<file path="config.mk">
export PLATFORM = sky130hd
export DESIGN_NAME = control_sequencer
export DESIGN_NICKNAME = d
export VERILOG_FILES = /design/src/rtl/control_sequencer_pkg.sv /design/src/rtl/control_sequencer_cw_encoder.sv /design/src/rtl/control_sequencer.sv
export SDC_FILE = /design/constraint.sdc
export NUM_CORES = 1
export LEC_CHECK = 0
export CORE_MARGIN = 2
export CORE_UTILIZATION = 39
export DETAILED_ROUTE_END_ITERATION = 10
export PLACE_DENSITY_LB_ADDON = 0.1
export SYNTH_ARGS = -nofsm -noshare
export SYNTH_HDL_FRONTEND = slang
export SYNTH_SLANG_ARGS = --single-unit
export TNS_END_PERCENT = 1
</file>
<file path="constraint.sdc">
create_clock -name CLK -period 4.35 [get_ports CLK]
set_clock_uncertainty 0.2 [all_clocks]
set_input_delay 0.6525 -clock CLK [delete_from_list [all_inputs] [get_ports CLK]]
set_output_delay 0.6525 -clock CLK [all_outputs]
set_load 0.05 [all_outputs]
</file>
<file path="src/rtl/control_sequencer_pkg.sv">
// control_sequencer_pkg: opcodes, ALU function selects, control-word layout and FSM states shared by the
// control sequencer. Build option CU_SWAP_EN adds the SWAP opcode and its third step state.
package cu_pkg;

    typedef enum logic [3:0] {
        OP_MOV  = 4'h0,
        OP_INC  = 4'h1,
        OP_ADD  = 4'h2,
        OP_SUB  = 4'h3,
        OP_DEC  = 4'h4,
        OP_AND  = 4'h5,
        OP_OR   = 4'h6,
        OP_XOR  = 4'h7,
        OP_NOT  = 4'h8,
        OP_ADDI = 4'h9,
        OP_LD   = 4'hA,
        OP_SWAP = 4'hB,
        OP_LDI  = 4'hC
    } op_e;

    // FS = {Cin, S2, S1, S0}
    localparam logic [3:0] FS_MOV = 4'b0000;
    localparam logic [3:0] FS_INC = 4'b1000;
    localparam logic [3:0] FS_ADD = 4'b0001;
    localparam logic [3:0] FS_SUB = 4'b1010;
    localparam logic [3:0] FS_DEC = 4'b0011;
    localparam logic [3:0] FS_AND = 4'b0100;
    localparam logic [3:0] FS_OR  = 4'b0101;
    localparam logic [3:0] FS_XOR = 4'b0110;
    localparam logic [3:0] FS_NOT = 4'b0111;

    localparam int CW_RW = 12;
    localparam int CW_MD = 11;
    localparam int CW_FS = 7;
    localparam int CW_MB = 6;
    localparam int CW_BA = 4;
    localparam int CW_AA = 2;
    localparam int CW_DA = 0;

    // Encoding doubles as the micro-step index (0 = first step) fed to the encoder.
`ifdef CU_SWAP_EN
    typedef enum logic [1:0] {ST_IDLE = 2'd0, ST_S2 = 2'd1, ST_S3 = 2'd2} state_e;
`else
    typedef enum logic [1:0] {ST_IDLE = 2'd0, ST_S2 = 2'd1} state_e;
`endif

    function automatic logic [12:0] cw_pack(input logic rw, input logic md, input logic [3:0] fs,
                                             input logic mb, input logic [1:0] ba, input logic [1:0] aa,
                                             input logic [1:0] da);
        logic [12:0] w;
        w = '0;
        w[CW_RW]        = rw;
        w[CW_MD]        = md;
        w[CW_FS +: 4]   = fs;
        w[CW_MB]        = mb;
        w[CW_BA +: 2]   = ba;
        w[CW_AA +: 2]   = aa;
        w[CW_DA +: 2]   = da;
        return w;
    endfunction

endpackage

</file>
<file path="src/rtl/control_sequencer_cw_encoder.sv">
// cw_encoder: maps one micro-step of an instruction to its control word, constant operand and illegal flag.
// SWAP decoding exists only when CU_SWAP_EN is defined; otherwise opcode B falls into the illegal default.
module cw_encoder
    import cu_pkg::*;
(
    input  logic [3:0]  op_i,
    input  logic [1:0]  step_i,
    input  logic [1:0]  dr_i,
    input  logic [1:0]  sa_i,
    input  logic [1:0]  sb_i,
    input  logic [3:0]  imm_i,
    output logic [12:0] cw_o,
    output logic [3:0]  const_o,
    output logic        illegal_o
);

    op_e op;
    assign op = op_e'(op_i);

    // Decode opcode and step into a datapath control word; unknown opcodes produce a NOP and flag illegal.
    always_comb begin
        cw_o      = '0;
        const_o   = '0;
        illegal_o = 1'b0;
        case (op)
            OP_MOV:  cw_o = cw_pack(1'b1, 1'b0, FS_MOV, 1'b0, sb_i, sa_i, dr_i);
            OP_INC:  cw_o = cw_pack(1'b1, 1'b0, FS_INC, 1'b0, sb_i, sa_i, dr_i);
            OP_ADD:  cw_o = cw_pack(1'b1, 1'b0, FS_ADD, 1'b0, sb_i, sa_i, dr_i);
            OP_SUB:  cw_o = cw_pack(1'b1, 1'b0, FS_SUB, 1'b0, sb_i, sa_i, dr_i);
            OP_DEC:  cw_o = cw_pack(1'b1, 1'b0, FS_DEC, 1'b0, sb_i, sa_i, dr_i);
            OP_AND:  cw_o = cw_pack(1'b1, 1'b0, FS_AND, 1'b0, sb_i, sa_i, dr_i);
            OP_OR:   cw_o = cw_pack(1'b1, 1'b0, FS_OR,  1'b0, sb_i, sa_i, dr_i);
            OP_XOR:  cw_o = cw_pack(1'b1, 1'b0, FS_XOR, 1'b0, sb_i, sa_i, dr_i);
            OP_NOT:  cw_o = cw_pack(1'b1, 1'b0, FS_NOT, 1'b0, sb_i, sa_i, dr_i);
            OP_ADDI: begin
                cw_o    = cw_pack(1'b1, 1'b0, FS_ADD, 1'b1, sb_i, sa_i, dr_i);
                const_o = imm_i;
            end
            OP_LD:   cw_o = cw_pack(1'b1, 1'b1, 4'b0000, 1'b0, 2'b00, 2'b00, dr_i);
`ifdef CU_SWAP_EN
            // XOR swap: SA^=SB, SB^=SA, SA^=SB; identical registers need no work.
            OP_SWAP: if (sa_i != sb_i)
                cw_o = step_i == 2'd1 ? cw_pack(1'b1, 1'b0, FS_XOR, 1'b0, sa_i, sb_i, sb_i)
                                      : cw_pack(1'b1, 1'b0, FS_XOR, 1'b0, sb_i, sa_i, sa_i);
`endif
            // Clear DR with a self-XOR, then add the immediate to it.
            OP_LDI:  begin
                cw_o    = step_i == 2'd0 ? cw_pack(1'b1, 1'b0, FS_XOR, 1'b0, dr_i, dr_i, dr_i)
                                         : cw_pack(1'b1, 1'b0, FS_ADD, 1'b1, dr_i, dr_i, dr_i);
                const_o = step_i == 2'd0 ? 4'h0 : imm_i;
            end
            default: illegal_o = 1'b1;
        endcase
    end

endmodule

</file>
<file path="src/rtl/control_sequencer.sv">
// control_sequencer: accepts one instruction per valid/ready handshake and issues one registered control
// word per clock, expanding LDI (and SWAP when CU_SWAP_EN is defined) into consecutive micro-steps.
module control_sequencer
    import cu_pkg::*;
(
    input  logic        CLK,
    input  logic        RST_N,
    input  logic        instr_valid,
    input  logic [13:0] instr,
    output logic        instr_ready,
    output logic [12:0] ControlWord,
    output logic [3:0]  ConstantOut,
    output logic        busy,
    output logic        illegal
);

    state_e      state_q;
    logic [13:0] instr_q;
    logic [12:0] cw_q;
    logic [3:0]  const_q;
    logic        illegal_q;
    logic        busy_q;
    logic        idle;
    logic        multi;
    logic [1:0]  step;
    logic [13:0] cur;
    op_e         cur_op;
    logic [12:0] enc_cw;
    logic [3:0]  enc_const;
    logic        enc_illegal;

    // In IDLE the live instruction is decoded; later steps use the copy latched at acceptance.
    assign idle   = state_q == ST_IDLE;
    assign cur    = idle ? instr : instr_q;
    assign cur_op = op_e'(cur[13:10]);
    assign step   = state_q;
`ifdef CU_SWAP_EN
    assign multi  = cur_op == OP_LDI || (cur_op == OP_SWAP && cur[7:6] != cur[5:4]);
`else
    assign multi  = cur_op == OP_LDI;
`endif

    cw_encoder u_enc (
        .op_i      (cur[13:10]),
        .step_i    (step),
        .dr_i      (cur[9:8]),
        .sa_i      (cur[7:6]),
        .sb_i      (cur[5:4]),
        .imm_i     (cur[3:0]),
        .cw_o      (enc_cw),
        .const_o   (enc_const),
        .illegal_o (enc_illegal)
    );

    // Step FSM and output registers; any cycle without an issued step presents a NOP.
    always_ff @(posedge CLK or negedge RST_N) begin
        if (!RST_N) begin
            state_q   <= ST_IDLE;
            instr_q   <= '0;
            cw_q      <= '0;
            const_q   <= '0;
            illegal_q <= 1'b0;
            busy_q    <= 1'b0;
        end else begin
            cw_q      <= '0;
            const_q   <= '0;
            illegal_q <= 1'b0;
            busy_q    <= 1'b0;
            case (state_q)
                ST_IDLE: if (instr_valid) begin
                    instr_q   <= instr;
                    cw_q      <= enc_cw;
                    const_q   <= enc_const;
                    illegal_q <= enc_illegal;
                    state_q   <= multi ? ST_S2 : ST_IDLE;
                end
                ST_S2: begin
                    cw_q    <= enc_cw;
                    const_q <= enc_const;
                    busy_q  <= 1'b1;
`ifdef CU_SWAP_EN
                    state_q <= op_e'(instr_q[13:10]) == OP_SWAP ? ST_S3 : ST_IDLE;
`else
                    state_q <= ST_IDLE;
`endif
                end
`ifdef CU_SWAP_EN
                ST_S3: begin
                    cw_q    <= enc_cw;
                    const_q <= enc_const;
                    busy_q  <= 1'b1;
                    state_q <= ST_IDLE;
                end
`endif
                default: state_q <= ST_IDLE;
            endcase
        end
    end

    assign instr_ready = idle;
    assign ControlWord = cw_q;
    assign ConstantOut = const_q;
    assign illegal     = illegal_q;
    assign busy        = busy_q;

endmodule
</file>
==> impl_results.html, run 1 <==
<p>Metrics extracted from the flow reports.</p>
<table>
<tr><th>Metric</th><th>Value</th></tr>
<tr><th colspan="2">Floorplanning</th></tr>
<tr><td>Row count</td><td>22</td></tr>
<tr><td>DIE HEIGHT</td><td>66.10 um</td></tr>
<tr><td>I/O pin count</td><td>37</td></tr>
<tr><th colspan="2">Layout</th></tr>
<tr><td>Clock buffers and inverters, area share</td><td>4.768%</td></tr>
<tr><td>Buffer share of cell area</td><td>18.82%</td></tr>
<tr><td>Final Cell Area</td><td>0.001994 mm2</td></tr>
<tr><td>Highest-count cells in the layout ignoring fill and taps</td><td>sky130_fd_sc_hd__nand2_1, sky130_fd_sc_hd__clkdlybuf4s50_1, sky130_fd_sc_hd__dfrtp_1</td></tr>
<tr><td>Top register by number of flip-flops</td><td>instr_q</td></tr>
<tr><td>Combinational cell area excluding buffers and inverters</td><td>605.6 um2</td></tr>
<tr><th colspan="2">GRT</th></tr>
<tr><td>Congestion Overflow GR</td><td>0</td></tr>
<tr><td>Aggregate global-route resource usage</td><td>16.00%</td></tr>
<tr><th colspan="2">Detailed routing</th></tr>
<tr><td>Via/cell ratio</td><td>4.844</td></tr>
<tr><td>Top sig layer</td><td>met4</td></tr>
<tr><td>Residual antenna-violating net count after detailed routing</td><td>0</td></tr>
<tr><th colspan="2">Pwr</th></tr>
<tr><td>NetSw</td><td>0.0002016 W</td></tr>
<tr><td>Power group with the highest consumption</td><td>registers</td></tr>
<tr><td>P_int</td><td>0.0005113 W</td></tr>
<tr><td>Maximum vdd ir drop</td><td>180.9 uV</td></tr>
<tr><td>Combinational-cell power consumption</td><td>0.000123 W</td></tr>
<tr><th colspan="2">Setup path</th></tr>
<tr><td>Critical Path Source</td><td>state_q[0]</td></tr>
<tr><td>Capture point of the worst reg-to-reg path</td><td>ControlWord[3]</td></tr>
<tr><td>Endpoint required time on the critical path</td><td>3.50 ns</td></tr>
<tr><th colspan="2">Outcome</th></tr>
<tr><td>Run status</td><td>completed</td></tr>
<tr><th colspan="2">Yosys</th></tr>
<tr><td>Mapped Area</td><td>0.001504 mm2</td></tr>
<tr><td>Cell count in the Yosys report</td><td>149</td></tr>
<tr><td>Synth Flop Type</td><td>sky130_fd_sc_hd__dfrtp_1</td></tr>
<tr><th colspan="2">Timing</th></tr>
<tr><td>F_max</td><td>367.5 MHz</td></tr>
<tr><td>Hold_ws</td><td>0.2733 ns</td></tr>
<tr><th colspan="2">Clocking</th></tr>
<tr><td>Number of buffers inserted to repair setup after CTS</td><td>0</td></tr>
</table>
Figure 1. Cell placement (run 1).
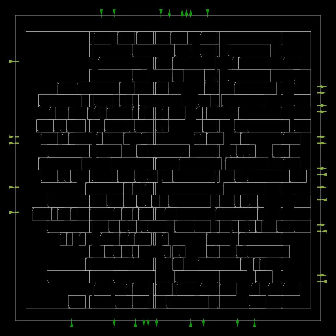
number of well taps: 48
proportion of cell area occupied by registers: 42.66%
Layout fillers: 348
core area: 0.003689 mm2
Finished Layout Cells: 237

Figure 2. Pin map (run 1).
Scale bar: 20 um. Pins as bars across the die edge, other pins in gray.
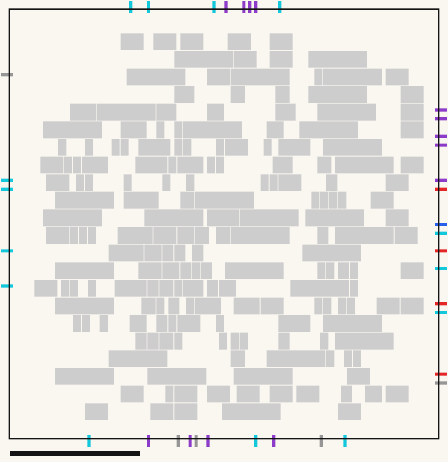
legend:
  purple:
    port: ControlWord
    pins: 13
    direction: output
    edge: 5 right, 4 top, 4 bottom
  cyan:
    port: instr
    pins: 14
    direction: input
    edge: 4 left, 4 top, 3 right, 3 bottom
  blue:
    port: busy
    pins: 1
    direction: output
    edge: right
  red:
    port: ConstantOut
    pins: 4
    direction: output
    edge: right
all pins by edge: 14 right, 10 bottom, 8 top, 5 left

Figure 3. Cell sizes after repair (run 1).
Scale bar: 20 um.
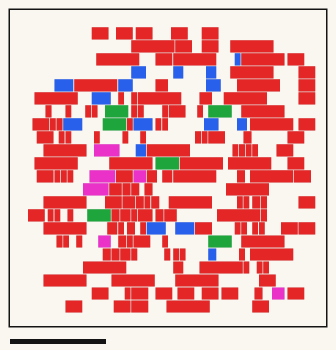
legend:
  blue:
    size: drive 2
    cells: 16
    share: 8.5%
  magenta:
    size: drive 3 to 4
    cells: 6
    share: 3.2%
  green:
    size: drive 6 and up
    cells: 6
    share: 3.2%
  red:
    size: drive 1 or less
    cells: 161
    share: 85%

Figure 4. Routed metal, one color a layer (run 1).
Scale bar: 20 um.
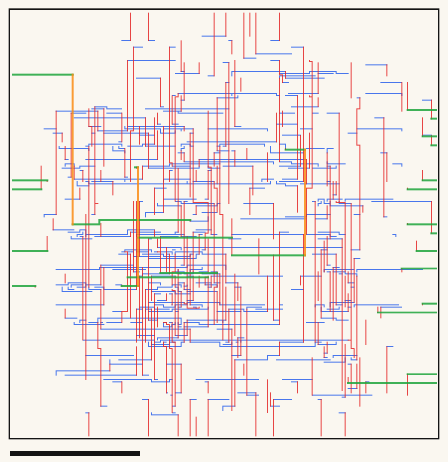
legend:
  green:
    layer: met3
    wire_length: 156 um
  red:
    layer: met2
    wire_length: 1520 um
  blue:
    layer: met1
    wire_length: 1330 um
  orange:
    layer: met4
    wire_length: 57.8 um

Figure 5. M3 wires (run 1).
Scale bar: 20 um.
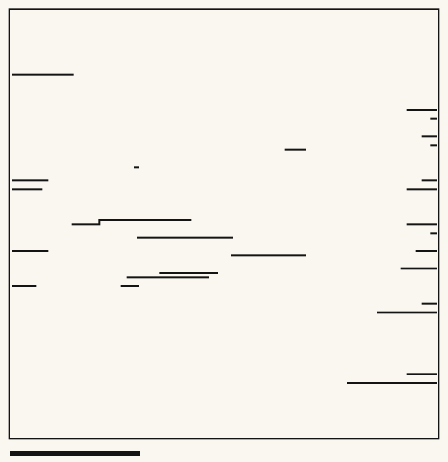

## Run 2: what changed since run 1
==> constraint.sdc (replaced) <==
create_clock -name CLK -period 2.45 [get_ports CLK]
set_clock_uncertainty 0.2 [all_clocks]
set_input_delay 0.3675 -clock CLK [delete_from_list [all_inputs] [get_ports CLK]]
set_output_delay 0.3675 -clock CLK [all_outputs]
set_load 0.05 [all_outputs]
Figure 6. M3 wires (run 2).
Scale bar: 20 um.
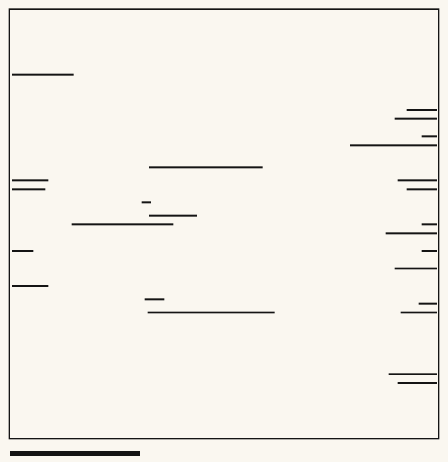
wire length on this layer: 165 um
main direction: horizontal

Figure 7. Routed metal, one color a layer (run 2).
Scale bar: 20 um.
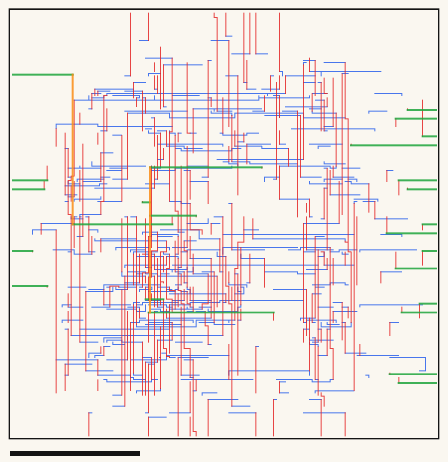
legend:
  orange:
    layer: met4
    wire_length: 45.6 um
  red:
    layer: met2
    wire_length: 1550 um
  blue:
    layer: met1
    wire_length: 1320 um
  green:
    layer: met3
    wire_length: 165 um

==> impl_results.html, run 2 <==
<p>Metrics extracted from the flow reports.</p>
<table>
<tr><th>Metric</th><th>Value</th></tr>
<tr><th colspan="2">Outcome</th></tr>
<tr><td>Run status</td><td>completed</td></tr>
<tr><th colspan="2">GRT</th></tr>
<tr><td>Aggregate global-route resource usage</td><td>16.70% (+0.70 points)</td></tr>
<tr><td>Maximum number of pins on one net before global-route repair</td><td>35</td></tr>
<tr><td>Congestion Overflow GR</td><td>0 (unchanged)</td></tr>
<tr><th colspan="2">Timing</th></tr>
<tr><td>Hold_ws</td><td>0.2723 ns (-0.001071 ns)</td></tr>
<tr><td>F_max</td><td>460.6 MHz</td></tr>
<tr><td>Final min period</td><td>2.171 ns</td></tr>
<tr><td>Max_slew headroom</td><td>63.33%</td></tr>
<tr><th colspan="2">Yosys</th></tr>
<tr><td>Syn_nets</td><td>166</td></tr>
<tr><td>Synth Area in Compound Gates</td><td>7.571%</td></tr>
<tr><td>Simple-gate share of the synthesized area</td><td>21.21%</td></tr>
<tr><td>Synth Flop Type</td><td>sky130_fd_sc_hd__dfrtp_1</td></tr>
<tr><td>Cell count in the Yosys report</td><td>149 (unchanged)</td></tr>
<tr><td>Largest cells by area after synthesis</td><td>sky130_fd_sc_hd__dfrtp_1, sky130_fd_sc_hd__nand2_1, sky130_fd_sc_hd__mux2i_1, sky130_fd_sc_hd__mux2_2, sky130_fd_sc_hd__mux2_4</td></tr>
<tr><th colspan="2">Floorplanning</th></tr>
<tr><td>Number of well taps</td><td>48 (unchanged)</td></tr>
<tr><td>DIE HEIGHT</td><td>66.10 um (unchanged)</td></tr>
<tr><td>I/O pin count</td><td>37 (unchanged)</td></tr>
<tr><td>Die extent in x</td><td>66.10 um</td></tr>
<tr><th colspan="2">Setup path</th></tr>
<tr><td>Max FO, Critical Path</td><td>13</td></tr>
<tr><td>Capture point of the worst reg-to-reg path</td><td>ControlWord[3]</td></tr>
<tr><td>Endpoint required time on the critical path</td><td>2.45 ns (-1.05 ns)</td></tr>
<tr><td>Critical Path Source</td><td>state_q[0]</td></tr>
<tr><th colspan="2">Detailed routing</th></tr>
<tr><td>Residual antenna-violating net count after detailed routing</td><td>0 (unchanged)</td></tr>
<tr><td>Via/cell ratio</td><td>4.854 (+0.20%)</td></tr>
<tr><td>Top sig layer</td><td>met4</td></tr>
<tr><th colspan="2">Pwr</th></tr>
<tr><td>Combinational-cell power consumption</td><td>0.000223 W (+81%)</td></tr>
<tr><td>P_int</td><td>0.0009028 W (+77%)</td></tr>
<tr><td>Maximum vdd ir drop</td><td>301.7 uV (+67%)</td></tr>
<tr><td>NetSw</td><td>0.0003319 W (+65%)</td></tr>
<tr><td>Power group with the highest consumption</td><td>registers</td></tr>
<tr><th colspan="2">Clocking</th></tr>
<tr><td>Number of buffers inserted to repair setup after CTS</td><td>0 (unchanged)</td></tr>
<tr><th colspan="2">Layout</th></tr>
<tr><td>Clock buffers and inverters, area share</td><td>4.110% (-0.66 points)</td></tr>
<tr><td>Finished Layout Cells</td><td>239 (+0.84%)</td></tr>
<tr><td>Layout fillers</td><td>347 (-0.29%)</td></tr>
<tr><td>Final Cell Area</td><td>0.002009 mm2 (+0.75%)</td></tr>
<tr><td>Buffer share of cell area</td><td>20.05% (+1.2 points)</td></tr>
<tr><td>Proportion of cell area occupied by registers</td><td>42.34% (-0.32 points)</td></tr>
<tr><td>Top register by number of flip-flops</td><td>instr_q</td></tr>
<tr><td>Highest-count cells in the layout ignoring fill and taps</td><td>sky130_fd_sc_hd__nand2_1, sky130_fd_sc_hd__clkdlybuf4s50_1, sky130_fd_sc_hd__dfrtp_1</td></tr>
</table>
Power figures rest on the tool's default switching activity, not on a simulated workload.
